File: src/rtl/ps2_device_tx.sv
// Device-side PS/2 transmitter: frames one byte, generates the PS/2 clock, aborts on host inhibit.
// Define PS2_TX_RETRY_EN to retransmit an aborted frame once the bus is idle again.
module ps2_device_tx #(
    parameter int HALF_PERIOD = 2000,
    parameter int BUS_IDLE    = 2500
) (
    input  logic       CLOCK_50,
    input  logic       reset,
    input  logic [7:0] send_byte,
    input  logic       send_valid,
    output logic       send_ready,
    output logic       tx_done,
    output logic       tx_aborted,
    input  logic       ps2_clk_in,
    input  logic       ps2_dat_in,
    output logic       ps2_clk_oe,
    output logic       ps2_dat_oe
);
    typedef enum logic [2:0] {
        S_IDLE, S_WAIT_BUS, S_SETUP, S_LOW, S_DONE
    } state_t;

    localparam logic [15:0] HP_LAST      = 16'(HALF_PERIOD - 1);
    localparam logic [15:0] IDLE_LAST    = 16'(BUS_IDLE - 1);
    // The first SETUP cycles still see the clock low we drove in LOW (pin release + sync delay).
    localparam logic [15:0] INHIBIT_FROM = 16'd3;
    localparam logic [3:0]  LAST_BIT     = 4'd10;

    state_t      state_q;
    logic [10:0] frame_q;
    logic [15:0] phase_q;
    logic [15:0] phase_d;
    logic [3:0]  bit_idx_q;
    logic [3:0]  bit_idx_d;
    logic [1:0]  clk_sync_q;
    logic [1:0]  dat_sync_q;
    logic        send_ready_q;
    logic        tx_done_q;
    logic        tx_aborted_q;
    logic        clk_oe_q;
    logic        dat_oe_q;
    logic        clk_s;
    logic        dat_s;

    assign clk_s     = clk_sync_q[1];
    assign dat_s     = dat_sync_q[1];
    assign phase_d   = phase_q + 16'd1;
    assign bit_idx_d = bit_idx_q + 4'd1;

    always_ff @(posedge CLOCK_50 or posedge reset) begin
        if (reset) begin
            clk_sync_q <= 2'b11;
            dat_sync_q <= 2'b11;
        end else begin
            clk_sync_q <= {clk_sync_q[0], ps2_clk_in};
            dat_sync_q <= {dat_sync_q[0], ps2_dat_in};
        end
    end

    always_ff @(posedge CLOCK_50 or posedge reset) begin
        if (reset) begin
            state_q      <= S_IDLE;
            frame_q      <= '0;
            phase_q      <= '0;
            bit_idx_q    <= '0;
            send_ready_q <= 1'b1;
            tx_done_q    <= 1'b0;
            tx_aborted_q <= 1'b0;
            clk_oe_q     <= 1'b0;
            dat_oe_q     <= 1'b0;
        end else begin
            tx_done_q    <= 1'b0;
            tx_aborted_q <= 1'b0;
            case (state_q)
                S_IDLE: begin
                    if (send_valid) begin
                        frame_q      <= {1'b1, ~^send_byte, send_byte, 1'b0};
                        phase_q      <= '0;
                        send_ready_q <= 1'b0;
                        state_q      <= S_WAIT_BUS;
                    end
                end
                S_WAIT_BUS: begin
                    if (clk_s && dat_s) begin
                        if (phase_q == IDLE_LAST) begin
                            phase_q   <= '0;
                            bit_idx_q <= '0;
                            dat_oe_q  <= ~frame_q[0];
                            clk_oe_q  <= 1'b0;
                            state_q   <= S_SETUP;
                        end else begin
                            phase_q <= phase_d;
                        end
                    end else begin
                        phase_q <= '0;
                    end
                end
                S_SETUP: begin
                    if (phase_q >= INHIBIT_FROM && !clk_s) begin
                        clk_oe_q     <= 1'b0;
                        dat_oe_q     <= 1'b0;
                        tx_aborted_q <= 1'b1;
                        phase_q      <= '0;
                        bit_idx_q    <= '0;
`ifdef PS2_TX_RETRY_EN
                        state_q      <= S_WAIT_BUS;
`else
                        send_ready_q <= 1'b1;
                        state_q      <= S_IDLE;
`endif
                    end else if (phase_q == HP_LAST) begin
                        phase_q  <= '0;
                        clk_oe_q <= 1'b1;
                        state_q  <= S_LOW;
                    end else begin
                        phase_q <= phase_d;
                    end
                end
                S_LOW: begin
                    if (phase_q == HP_LAST) begin
                        phase_q  <= '0;
                        clk_oe_q <= 1'b0;
                        if (bit_idx_q == LAST_BIT) begin
                            dat_oe_q  <= 1'b0;
                            tx_done_q <= 1'b1;
                            state_q   <= S_DONE;
                        end else begin
                            bit_idx_q <= bit_idx_d;
                            dat_oe_q  <= ~frame_q[bit_idx_d];
                            state_q   <= S_SETUP;
                        end
                    end else begin
                        phase_q <= phase_d;
                    end
                end
                S_DONE: begin
                    bit_idx_q    <= '0;
                    send_ready_q <= 1'b1;
                    state_q      <= S_IDLE;
                end
                default: state_q <= S_IDLE;
            endcase
        end
    end

    assign send_ready = send_ready_q;
    assign tx_done    = tx_done_q;
    assign tx_aborted = tx_aborted_q;
    assign ps2_clk_oe = clk_oe_q;
    assign ps2_dat_oe = dat_oe_q;
endmodule

File: config.mk
export PLATFORM = sky130hd
export DESIGN_NAME = ps2_device_tx
export DESIGN_NICKNAME = d
export VERILOG_FILES = /design/src/rtl/ps2_device_tx.sv
export SDC_FILE = /design/constraint.sdc
export NUM_CORES = 1
export LEC_CHECK = 0
export CORE_MARGIN = 5
export CORE_UTILIZATION = 30
export DETAILED_ROUTE_END_ITERATION = 10
export PLACE_DENSITY = 0.5
export SYNTH_ARGS = -nofsm -noshare
export SYNTH_HDL_FRONTEND = slang
export SYNTH_SLANG_ARGS = --single-unit
File: constraint.sdc
create_clock -name CLOCK_50 -period 3.55 [get_ports CLOCK_50]
set_clock_uncertainty 0.1 [all_clocks]
set_input_delay 0.5325 -clock CLOCK_50 [delete_from_list [all_inputs] [get_ports CLOCK_50]]
set_output_delay 0.5325 -clock CLOCK_50 [all_outputs]
set_load 0.005 [all_outputs]
**Run 1: the metal 2 layer**

Scale: 4 px per um.
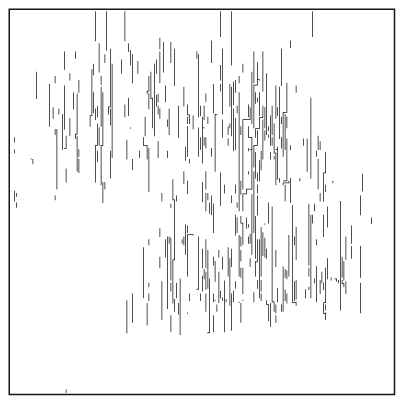
wire length on this layer: 1950 um
share of all routed wire: 42%
main direction: vertical
longest straight run: 29.6 um
total number of vias: 1693
final wirelength: 4.619 mm

**Run 1: I/O pins on the die edge**

Scale: 4 px per um. Pins as bars across the die edge, other pins in gray.
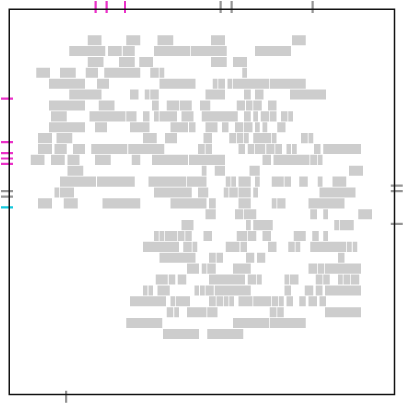
| port | color | pins | direction | edge |
|---|---|---|---|---|
| `reset` | cyan | 1 | input | left |
| `send_byte` | magenta | 8 | input | 5 left, 3 top |
all pins by edge: 8 left, 6 top, 3 right, 1 bottom
total of buffers placed on input and output ports: 17
height of the die: 95.95 um
die width: 95.95 um

==> out/qor.json, run 1 <==
{
  "timing.final.setup_violations": {"value": 0},
  "peakVddDrop": {"value": 0.2453, "unit": "mV"},
  "dpl_cell_area": {"value": 2486, "unit": "um2"},
  "syn_nets": {"value": 246},
  "slowest_delay": {"value": 430, "unit": "ps"},
  "vias_in_the_first_global_route": {"value": 1677},
  "power_switching_share": {"value": 35.37, "unit": "%"},
  "cts.root.buffer_cell": {"value": "sky130_fd_sc_hd__clkbuf_8"},
  "hold_path_end": {"value": "dat_sync_q[1]"},
  "synth_sequential_area_ratio": {"value": 47.71, "unit": "%"},
  "cts_stage_hold_buffer_count": {"value": 0},
  "path_cells": {"value": "ha_1 -> and3_1 -> nor3b_1 -> and4_1 -> o31a_1 -> and2_1 -> o21ai_1"},
  "timing.final.hold_violations": {"value": 0},
  "leak_pwr": {"value": 0.001066, "unit": "uW"},
  "run_status": {"value": "complete, no violations"},
  "period_used_share": {"value": 74.81, "unit": "%"},
  "finalNetCount": {"value": 263},
  "powerDensity": {"value": 560.8, "unit": "nW/um2"},
  "summed_instance_area_of_the_synthesized_netlist": {"value": 2216, "unit": "um2"},
  "layout.cells.non_filler": {"value": 347},
  "crit_path_top_delay_cell": {"value": "sky130_fd_sc_hd__o31a_1"},
  "final_max_slew_viol_count": {"value": 0},
  "floorplan.initialDensity": {"value": 30.71, "unit": "%"},
  "tritoncts": {"value": "built"},
  "comb_share": {"value": 42.51, "unit": "%"},
  "top_cell_area_share": {"value": 41.78, "unit": "%"},
  "synth.most_common_cell": {"value": "sky130_fd_sc_hd__dfrtp_1"},
  "clock_cell_area_share": {"value": 3.684, "unit": "%"}
}
**Run 1: routing congestion**

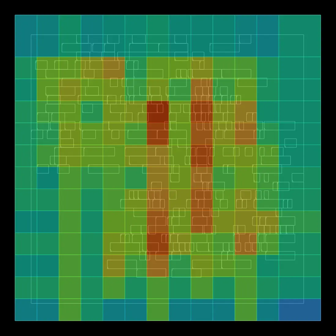
global-route usage over all layers: 11.33%
GRT met2 Usage: 16.39%

run 1: worst max-delay path by stage:
| stage | depth (start not counted) | endpoint | from | slack (ps) |
|---|---|---|---|---|
| final | 7 | phase_q[13] | phase_q[0] | 890 |
| after global routing | 7 | phase_q[13] | phase_q[0] | 740 |
| after CTS | 7 | phase_q[13] | phase_q[0] | 890 |
| after detailed placement | 7 | phase_q[14] | send_valid | 870 |
| after global placement | 7 | phase_q[14] | send_valid | 850 |
| after floorplan | 9 | phase_q[4] | phase_q[0] | 1300 |
run 1: power groups by stage:
stage | clock network [uW] | logic, uW | registers, uW
after global routing | 377 | 527 | 655
after floorplan | 0 | 378 | 620
after detailed placement | 0 | 468 | 651
after global placement | 0 | 473 | 648
after CTS | 355 | 470 | 641
final | 341 | 465 | 641
run 1: kinds of logic after synthesis:
family / share of synthesized area (%)
flops: 47.71
simple gates: 23.32
mux: 8.357
fa+ha+maj: 1.694
xor+xnor: 5.534
compound gates: 10.62
buf+inv: 2.767
run 1: routing by layer:
layer	share of wire [%]	routed length [um]	vias to the layer above	track usage (%)
met5	0	0	-	0
met4	2.1	97	0	5.332
met3	4.1	190	8	2.189
met2	42	1952	30	16.39
met1	52	2379	805	16.15
li1	-	-	850	-
run 1: registers in the layout (all words and copies together), names as in the netlist:
| name | cells |
|---|---|
| frame_q | 10 |
| send_ready | 1 |
| state_q | 3 |
| ps2_clk_oe | 1 |
| ps2_dat_oe | 1 |
| clk_sync_q | 2 |
| dat_sync_q | 2 |
| phase_q | 16 |
| tx_done | 1 |
| bit_idx_q | 4 |
| tx_aborted | 1 |
==> run 2: changes to the inputs <==
PLACE_DENSITY = 0.51   (was 0.5)
clock period = 2.3 ns   (was 3.55 ns; I/O delays follow)
==> run 2 against run 1 <==
Compared with the run above: synthesized cell count stayed put; die size did not move; sequential share of layout area is 3.3 points lower; critical path depth up 1; largest power group unchanged; register-to-register slack lost 790 ps.
==> out/qor.json, run 2 <==
{
  "run_status": {"value": "complete, no violations", "change": "unchanged"},
  "peakVddDrop": {"value": 0.3290, "unit": "mV", "change": "was 0.2453 mV"},
  "floorplan.initialDensity": {"value": 30.71, "unit": "%", "change": "unchanged"},
  "die.size.y": {"value": 95.95, "unit": "um", "change": "unchanged"},
  "met3_length": {"value": 156, "unit": "um", "change": "was 190 um"},
  "period_used_share": {"value": 95.54, "unit": "%", "change": "was 74.81%"},
  "summed_instance_area_of_the_synthesized_netlist": {"value": 2216, "unit": "um2", "change": "unchanged"},
  "slowest_delay": {"value": 420, "unit": "ps", "change": "was 430 ps"},
  "biggestRegsByFlops": {"value": "phase_q: 16 flops, frame_q: 10 flops, bit_idx_q: 4 flops", "change": "unchanged"},
  "portBuffers": {"value": 17, "change": "unchanged"},
  "timing.final.setup_violations": {"value": 0, "change": "unchanged"},
  "final_max_slew_viol_count": {"value": 0, "change": "unchanged"},
  "top_cell_area_share": {"value": 41.78, "unit": "%", "change": "unchanged"},
  "timing.final.hold_violations": {"value": 0, "change": "unchanged"},
  "dpl_cell_area": {"value": 2666, "unit": "um2", "change": "was 2486 um2"},
  "cts.root.buffer_cell": {"value": "sky130_fd_sc_hd__clkbuf_8", "change": "unchanged"},
  "m1WireLength": {"value": 2.529, "unit": "mm", "change": "was 2.379 mm"},
  "layout.cells.non_filler": {"value": 371, "change": "was 347"},
  "largest_register_ffs": {"value": 16, "change": "unchanged"},
  "leak_pwr": {"value": 0.001204, "unit": "uW", "change": "was 0.001066 uW"},
  "tritoncts": {"value": "built", "change": "unchanged"},
  "synth_sequential_area_ratio": {"value": 47.71, "unit": "%", "change": "unchanged"}
}
run 2: report_power, final:
part	internal, uW	switching [uW]
clock network	220	289
registers	880	84.6
logic	448	444
run 2: cell families after synthesis:
group	Yosys count	synth area share (%)
flip-flops	42	47.71
AND-OR/OR-AND	41	10.62
AND/OR/NAND/NOR	99	23.32
XOR/XNOR	14	5.534
buffers and inverters	15	2.767
multiplexers	16	8.357
adder cells (fa/ha/maj)	3	1.694
run 2: layout make-up:
cell class / count / share of cell area, %
inverters: 6 / 0.8011
multi-input cells: 173 / 40.77
clock buffers: 5 / 2.448
flip-flops and latches: 42 / 37.69
repair buffers: 43 / 13.00
clock inverters: 3 / 0.8901
well taps: 99 / 4.406
run 2: worst max-delay path by stage:
stage | from | to | slack (ps) | depth (start not counted)
6_report | phase_q[0] | phase_q[13] | 100 | 8
5_1_grt | phase_q[0] | phase_q[13] | -10 | 8
4_1_cts | phase_q[0] | phase_q[3] | 60 | 8
3_5_place_dp | phase_q[0] | phase_q[5] | 90 | 8
3_3_place_gp | phase_q[0] | phase_q[3] | 120 | 8
2_1_floorplan | phase_q[0] | phase_q[4] | 50 | 9
run 2: repair_timing:
action | 4_1_cts | 5_1_grt
hold endpoints to repair | 0 | 0
gates resized | 0 | 10
setup endpoints to repair | 0 | 13
run 2: through the flow:
step	setup WS [ps]	utilization [%]	TNS (ps)
detailed placement	90.46	36.96	0
global route	-10.98	38.97	-10.98
global placement	115.7	36.96	0
CTS	60.45	38.26	0
finish	102.7	38.97	0
floorplan	47.87	-	0
run 2: critical path, delay by kind of cell (launching register included):
kind / cells / cell delay [ps]
buffers and inverters: 1 / 170
AOI/OAI and AO/OA: 2 / 350
and+or+nand+nor: 4 / 870
DFF: 1 / 420
adders and majority gates: 1 / 220
**Run 2: routing congestion**

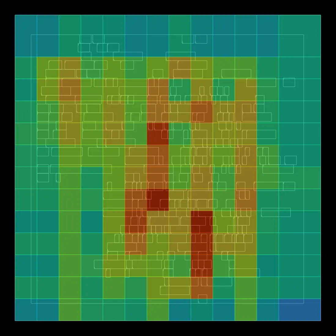
global-route usage over all layers: 11.71%
GR Util met3: 2.424%
GRT met2 Usage: 17.31%

**Run 2: the metal 2 layer**

Scale: 4 px per um.
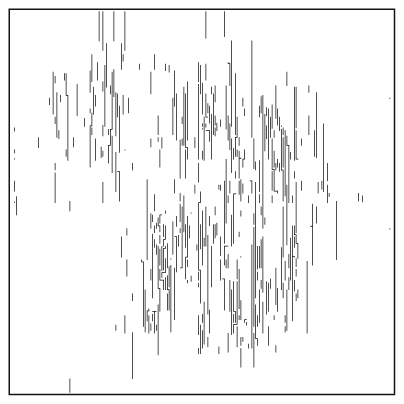
longest straight run: 33.3 um
main direction: vertical
nets with wire on the layer: 223
wire length on this layer: 2120 um
total number of vias: 1750
final wirelength: 4.861 mm

Power figures rest on the tool's default switching activity, not on a simulated workload.
